===== src/rtl/mc_rd_issue.sv =====
// mc_rd_issue: issues one single-word MIG read per address-source entry,
// forwards the returned word over a valid/ready port, then pulses mc_rd_rdy
// so the address source advances. A watchdog abandons reads the memory never
// answers, and words that show up while idle are drained and dropped.
module mc_rd_issue #(
  parameter int ADDR_W  = 31,
  parameter int DATA_W  = 32,
  parameter int TIMEOUT = 1024
) (
  input  logic              clk,
  input  logic              rst,
  input  logic              start,
  input  logic [ADDR_W-1:0] addr_in,
  output logic              mc_rd_rdy,
  input  logic              cmd_full,
  output logic              cmd_en,
  output logic [2:0]        cmd_instr,
  output logic [ADDR_W-1:0] cmd_addr,
  input  logic              rd_empty,
  output logic              rd_en,
  input  logic [DATA_W-1:0] rd_data,
  output logic [DATA_W-1:0] out_data,
  output logic              out_valid,
  input  logic              out_ready,
  output logic              busy,
  output logic              err,
  output logic [15:0]       rd_count
);

  // Watchdog only has to count up to TIMEOUT-1.
  localparam int WD_W = (TIMEOUT > 2) ? $clog2(TIMEOUT) : 1;
  localparam logic [WD_W-1:0] WD_LAST = WD_W'(TIMEOUT - 1);

  typedef enum logic [2:0] {
    S_IDLE,
    S_CMD,
    S_WAIT,
    S_OUT,
    S_ADV
  } state_t;

  state_t              state_q, state_d;
  logic [ADDR_W-1:0]   addr_q, addr_d;
  logic [DATA_W-1:0]   data_q, data_d;
  logic                err_q, err_d;
  logic [15:0]         cnt_q, cnt_d;
  logic [WD_W-1:0]     wd_q, wd_d;

  // Next-state logic and the strobes decoded from state plus FIFO flags.
  always_comb begin
    state_d   = state_q;
    addr_d    = addr_q;
    data_d    = data_q;
    err_d     = err_q;
    cnt_d     = cnt_q;
    wd_d      = wd_q;
    cmd_en    = 1'b0;
    rd_en     = 1'b0;
    out_valid = 1'b0;
    mc_rd_rdy = 1'b0;
    case (state_q)
      S_IDLE: begin
        // Anything in the read FIFO now belongs to an abandoned or
        // pre-reset request; pop it before accepting new work.
        if (!rd_empty) begin
          rd_en = 1'b1;
        end else if (start) begin
          addr_d  = addr_in;
          state_d = S_CMD;
        end
      end
      S_CMD: begin
        // A full command FIFO stalls here with no time limit.
        if (!cmd_full) begin
          cmd_en  = 1'b1;
          wd_d    = '0;
          state_d = S_WAIT;
        end
      end
      S_WAIT: begin
        // Data on the final watchdog cycle still counts as a good read.
        if (!rd_empty) begin
          rd_en   = 1'b1;
          data_d  = rd_data;
          state_d = S_OUT;
        end else if (wd_q == WD_LAST) begin
          err_d   = 1'b1;
          state_d = S_ADV;
        end else begin
          wd_d = wd_q + WD_W'(1);
        end
      end
      S_OUT: begin
        out_valid = 1'b1;
        if (out_ready) begin
          cnt_d   = cnt_q + 16'd1;
          state_d = S_ADV;
        end
      end
      S_ADV: begin
        mc_rd_rdy = 1'b1;
        state_d   = S_IDLE;
      end
      default: state_d = S_IDLE;
    endcase
  end

  // State and datapath registers with synchronous reset.
  always_ff @(posedge clk) begin
    if (rst) begin
      state_q <= S_IDLE;
      addr_q  <= '0;
      data_q  <= '0;
      err_q   <= 1'b0;
      cnt_q   <= '0;
      wd_q    <= '0;
    end else begin
      state_q <= state_d;
      addr_q  <= addr_d;
      data_q  <= data_d;
      err_q   <= err_d;
      cnt_q   <= cnt_d;
      wd_q    <= wd_d;
    end
  end

  assign busy      = (state_q != S_IDLE);
  assign cmd_instr = 3'b001;
  assign cmd_addr  = addr_q;
  assign out_data  = data_q;
  assign err       = err_q;
  assign rd_count  = cnt_q;

endmodule


===== config.mk =====
export PLATFORM = sky130hd
export DESIGN_NAME = mc_rd_issue
export DESIGN_NICKNAME = d
export VERILOG_FILES = /design/src/rtl/mc_rd_issue.sv
export SDC_FILE = /design/constraint.sdc
export NUM_CORES = 1
export LEC_CHECK = 0
export CAP_MARGIN = 20
export CORE_ASPECT_RATIO = 1.1
export CORE_MARGIN = 1.5
export CORE_UTILIZATION = 47
export CTS_BUF_LIST = sky130_fd_sc_hd__clkbuf_8
export DETAILED_ROUTE_END_ITERATION = 10
export PLACE_DENSITY = 0.87
export SLEW_MARGIN = 10
export SYNTH_ARGS = -nofsm -noshare
export SYNTH_HDL_FRONTEND = slang
export SYNTH_SLANG_ARGS = --single-unit

===== constraint.sdc =====
create_clock -name clk -period 4.13 [get_ports clk]
set_clock_uncertainty 0.15 [all_clocks]
set_input_delay 0.826 -clock clk [delete_from_list [all_inputs] [get_ports clk]]
set_output_delay 0.826 -clock clk [all_outputs]
set_load 0.005 [all_outputs]

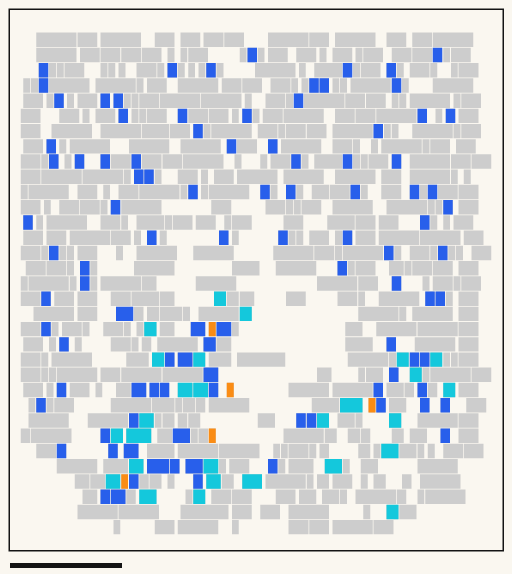
Fig. 1. Selected gate families (run 1).
Scale bar: 20 um.
Cyan is AND and OR gates, cells 27, most used or3_1. Orange is inverters, cells 5, most used inv_1. Blue is inverting AOI/OAI gates, cells 99, most used a21oi_1, where spread over the die.

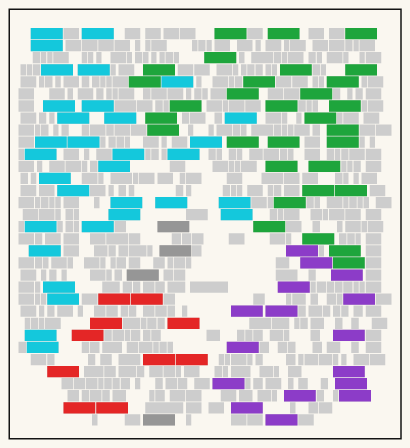
Fig. 2. Sequential cells colored by netlist name (run 1).
Other sequential cells in the stronger gray, the rest of the logic in the fainter gray.
Purple is rd_count, sequential cells 16, where south-east. Green is cmd_addr, sequential cells 31. Cyan is out_data, sequential cells 32. Red is wd_q, sequential cells 10, where south-west.
Another 4 sequential cells are not colored.

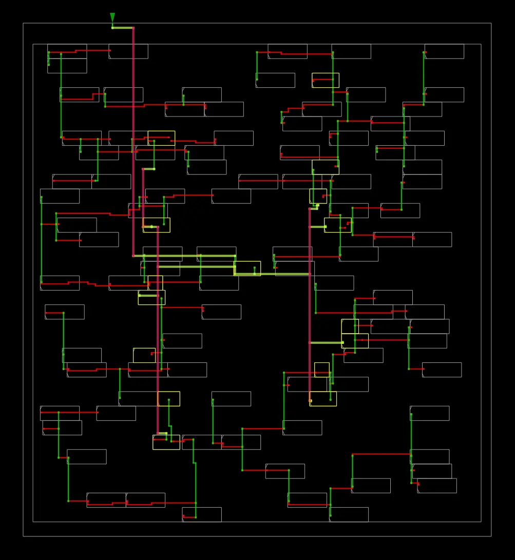
Fig. 3. Clock wiring as the flow saved it (run 1).
clk_buf instances: 10
Clock net power: 0.586 mW
flip-flops: 93
TritonCTS sink count: 93

==> run_results.csv, run 1 <==
group,metric,value,unit
run_status,status,"completed",
setup_path,timing.rr.start,"state_q[0]",
setup_path,crit_slowest_cell,"clkdlybuf4s50_1",
timing,final-setup-viol-count,0,
finish,buffer_area_frac,0.2845,
routing,drt-vias-per-instance,5.239,
clocking,cts_setup_buffers,0,
global_route,grt_pass1_vias,3335,
clocking,post_cts.resized_instances,0,
clocking,cts_tree,"yes",
finish,comb_area,1710,sq um
global_route,grt_pass1_wl,15.07,mm
global_route,grtUsageTotal,0.2278,
finish,final_area,5472,sq um
yosys,simple_gate_share,0.2717,
routing,drt-total-wl,9.829,mm
setup_path,cp_num_cells,3,
setup_path,critical-path-top-delay-family,"buffers and inverters",
yosys,area_leaders,"dfxtp_1, nand2_1, a21oi_1",
finish,n_all_buffers,157,
routing,wl_met3,659,um
yosys,most_common_cell,"nand2_1",
power,ir_drop,0.2998,mV
power,powerSeq,1.08,mW
finish,clk_share,0.03522,
finish,fin_nets,669,
yosys,ys.flop_type,"dfxtp_1",
finish,layout_top_cell,"clkdlybuf4s50_1",
clocking,clockBufferDepth,2,
yosys,synth_seq_share,0.4992,
timing,fin_setup_tns,0,ns
yosys,aoi_share,0.1496,
place,post_dp_cell_area,5279,sq um
setup_path,cp-start-kind,"input pin",
timing,period_used_share,0.7846,
timing,tightest_slew,1.056,ns
setup_path,max_stage_delay,0.58,ns
finish,fin_util,0.7241,
yosys,netlist_instances,461,
timing,max_clock_freq,308.6,MHz
finish,logic_gate_count,332,
setup_path,worstSetupEndpointType,"output port",
yosys,synthAdderAreaFrac,0.006709,
Fig. 4: run 1, wiring by layer
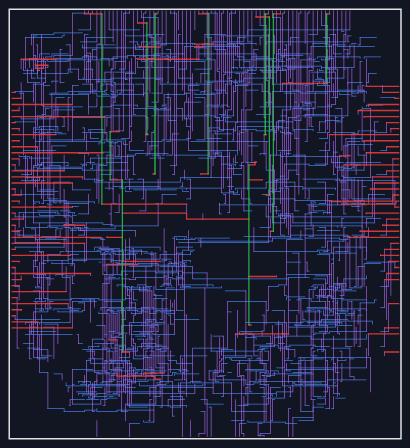

==> run 1 -> run 2 <==
Settings changed: CORE_UTILIZATION 47 to 44, PLACE_DENSITY 0.87 to 0.82.
Clock period 4.13 ns to 3.39 ns, I/O delays scaled along.
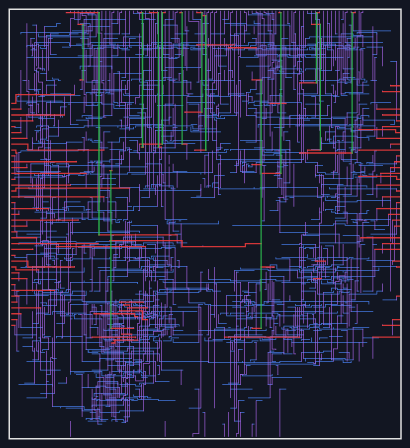
Fig. 5. Wiring by layer (run 2).
Red is met3, wire length 636 um. Blue is met1, wire length 4070 um. Purple is met2, wire length 4990 um. Green is met4, wire length 453 um.

==> run 2 against run 1 <==
First-iteration DRC count increased by 12%. Power increased by 27%. Global-route usage about the same. Highest routed layer unchanged.
==> run_results.csv, run 2 <==
group,metric,value,unit
die,num_io_pins,157,
clocking,cts-htree-levels,3,
timing,tightest_slew,0.6456,ns
clocking,root_buffer,"clkbuf_8",
power,combPwrFrac,0.264,
finish,clk_share,0.03988,
clocking,numCtsBuffers,9,
power,powerSeq,1.30,mW
finish,buffer_area_frac,0.2846,
clocking,cts_tree,"yes",
finish,nonClockInverterCount,5,
yosys,top_logic_kind,"simple AND/OR/NAND/NOR gates",
run,drv_cap,0,
yosys,ys_sh_mux,0.005703,
power,totalPowerFinal,2.884,mW
routing,route.antenna.remaining_nets,0,
routing,wl_met3,636,um
routing,drc,0,
finish,layout_top_cell,"clkdlybuf4s50_1",
power,clock_net_power,0.827,mW
power,power.share.switching,0.2970,
routing,firstDrtPassIters,4,
clocking,post_cts.resized_instances,0,
finish,final_area,5522,sq um
routing,wl_met1,4.071,mm
finish,drive_above_1_share,0.05629,
global_route,grt_pass1_vias,3561,
timing,final-setup-viol-count,0,
setup_path,required,2.56,ns
yosys,aoi_share,0.1496,
setup_path,max_stage_delay,0.59,ns
place,hpwl,7.222,mm
timing,rsz0062_at_grt,"no",
clocking,clockBufferDepth,2,
timing,period_used_share,0.8768,
routing,drt-total-wl,10.15,mm
yosys,top_cell_area_share,0.4992,
timing,fin_setup_tns,0,ns
clocking,cts_setup_buffers,0,
power,clockPowerShare,0.287,
run_status,status,"completed",
finish,ff_count,93,
power,p_leak,1.870,nW
yosys,synth-edff-count,0,
finish,n_all_buffers,159,
global_route,grt_util_met2,0.3829,
routing,drt-vias-per-instance,5.127,
place,dp_slack,0.4246,ns
yosys,yosys_cells,461,
yosys,most_common_cell,"nand2_1",
global_route,grt_pass1_wl,16.69,mm
yosys,simple_gate_share,0.2717,
setup_path,worstSetupEndpointType,"output port",
timing,setup_ws,0.4177,ns
place,post_dp_cell_area,5301,sq um
global_route,grt_max_degree,52,
finish,fin_util,0.6636,
timing,min_period,2.972,ns
yosys,synthAdderAreaFrac,0.006709,
power,top_power_group,"registers",
clocking,clock_sinks,93,
setup_path,cp-start-kind,"input pin",
power,p_seq_frac,0.449,
die,core.rowCount,35,
finish,n_fill_cell,688,
timing,max_clock_freq,336.4,MHz
yosys,netlist_instances,461,
setup_path,worstPathArrival,2.14,ns
die,core_area,8320,sq um
yosys,synth_xor_xnor_area_share,0.02113,
place,dp.cells,700,
setup_path,path_cells,"clkdlybuf4s50_1 > nor4b_4 > clkdlybuf4s50_1",
yosys,synth_cell_types,48,
yosys,ys.flop_type,"dfxtp_1",
yosys,area_leaders,"dfxtp_1, nand2_1, a21oi_1",
finish,fin_nets,671,
global_route,grtUsageTotal,0.2277,
finish,clock_buffers,9,
setup_path,cp_num_cells,3,
yosys,synth_seq_share,0.4992,
power,p_int,2.028,mW
setup_path,crit_slowest_cell,"clkdlybuf4s50_1",
finish,comb_area,1710,sq um
yosys,common_cells,"nand2_1, dfxtp_1, a21oi_1",
setup_path,timing.rr.start,"state_q[1]",
finish,logic_gate_count,332,
power,ir_drop,0.3694,mV
die,tap_cells,111,
setup_path,critical-path-top-delay-family,"buffers and inverters",
Fig. 6: run 2, selected gate families
Scale bar: 20 um.
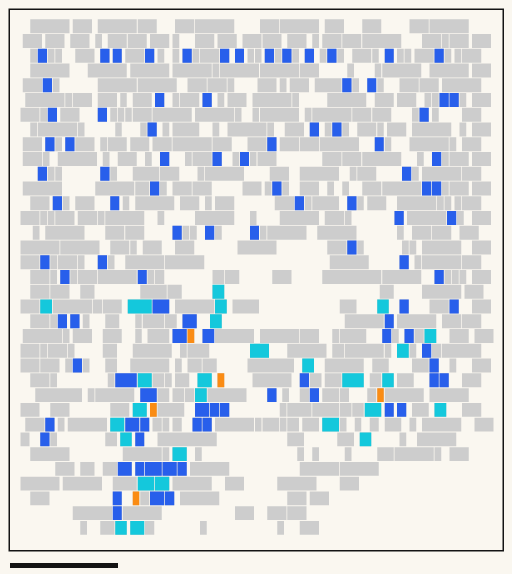

==> run 2 -> run 3 <==
Settings changed: CELL_PAD_IN_SITES_DETAIL_PLACEMENT set to 1, CELL_PAD_IN_SITES_GLOBAL_PLACEMENT set to 1, CORE_UTILIZATION 44 to 31, PLACE_DENSITY 0.82 to unset, PLACE_DENSITY_LB_ADDON set to 0.1, SLEW_MARGIN 10 to 0.
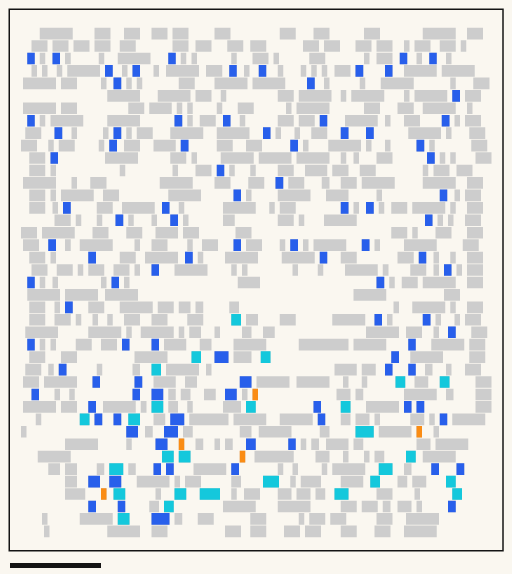
Fig. 7. Selected gate families (run 3).
Scale bar: 20 um.
Orange is inverters, cells 5, most used inv_1. Blue is inverting AOI/OAI gates, cells 99, most used a21oi_1, where spread over the die. Cyan is AND and OR gates, cells 27, most used or3_1.

==> run 3 against run 2 <==
Sequential share of layout area down 0.17 points. Cell count grew 5.5%. Count of clock-buffer cells in the layout grew 2. Wire length grew 11%. Critical endpoint unchanged. Final area increased by 0.50%. Largest power group unchanged.
==> run_results.csv, run 3 <==
group,metric,value,unit
timing,tightest_slew,0.9503,ns
power,p_seq_frac,0.458,
power,power.share.switching,0.2992,
timing,rsz0062_at_grt,"no",
place,dp_slack,0.3916,ns
finish,logic_gate_count,332,
global_route,grt_max_degree,52,
power,powerSeq,1.29,mW
finish,comb_area,1710,sq um
setup_path,cp-start-kind,"input pin",
clocking,cts_tree,"yes",
power,combPwrFrac,0.273,
finish,n_fill_cell,1401,
setup_path,worstPathArrival,2.16,ns
clocking,clockBufferDepth,2,
run_status,status,"completed",
finish,buffer_area_frac,0.2832,
timing,final-setup-viol-count,0,
clocking,clock_sinks,93,
setup_path,required,2.56,ns
power,totalPowerFinal,2.829,mW
yosys,aoi_share,0.1496,
place,dp.cells,739,
setup_path,path_cells,"clkdlybuf4s50_1 > nor4b_4 > clkdlybuf4s50_1",
die,tap_cells,150,
routing,wl_met3,822,um
setup_path,critical-path-top-delay-family,"buffers and inverters",
die,core.rowCount,41,
routing,drt-vias-per-instance,4.855,
die,num_io_pins,157,
yosys,synthAdderAreaFrac,0.006709,
power,top_power_group,"registers",
finish,ff_count,93,
timing,min_period,2.989,ns
power,clock_net_power,0.763,mW
timing,setup_ws,0.4014,ns
setup_path,cp_num_cells,3,
yosys,common_cells,"nand2_1, dfxtp_1, a21oi_1",
power,p_leak,1.863,nW
finish,clk_share,0.03585,
routing,drt-total-wl,11.25,mm
Power figures rest on the tool's default switching activity, not on a simulated workload.
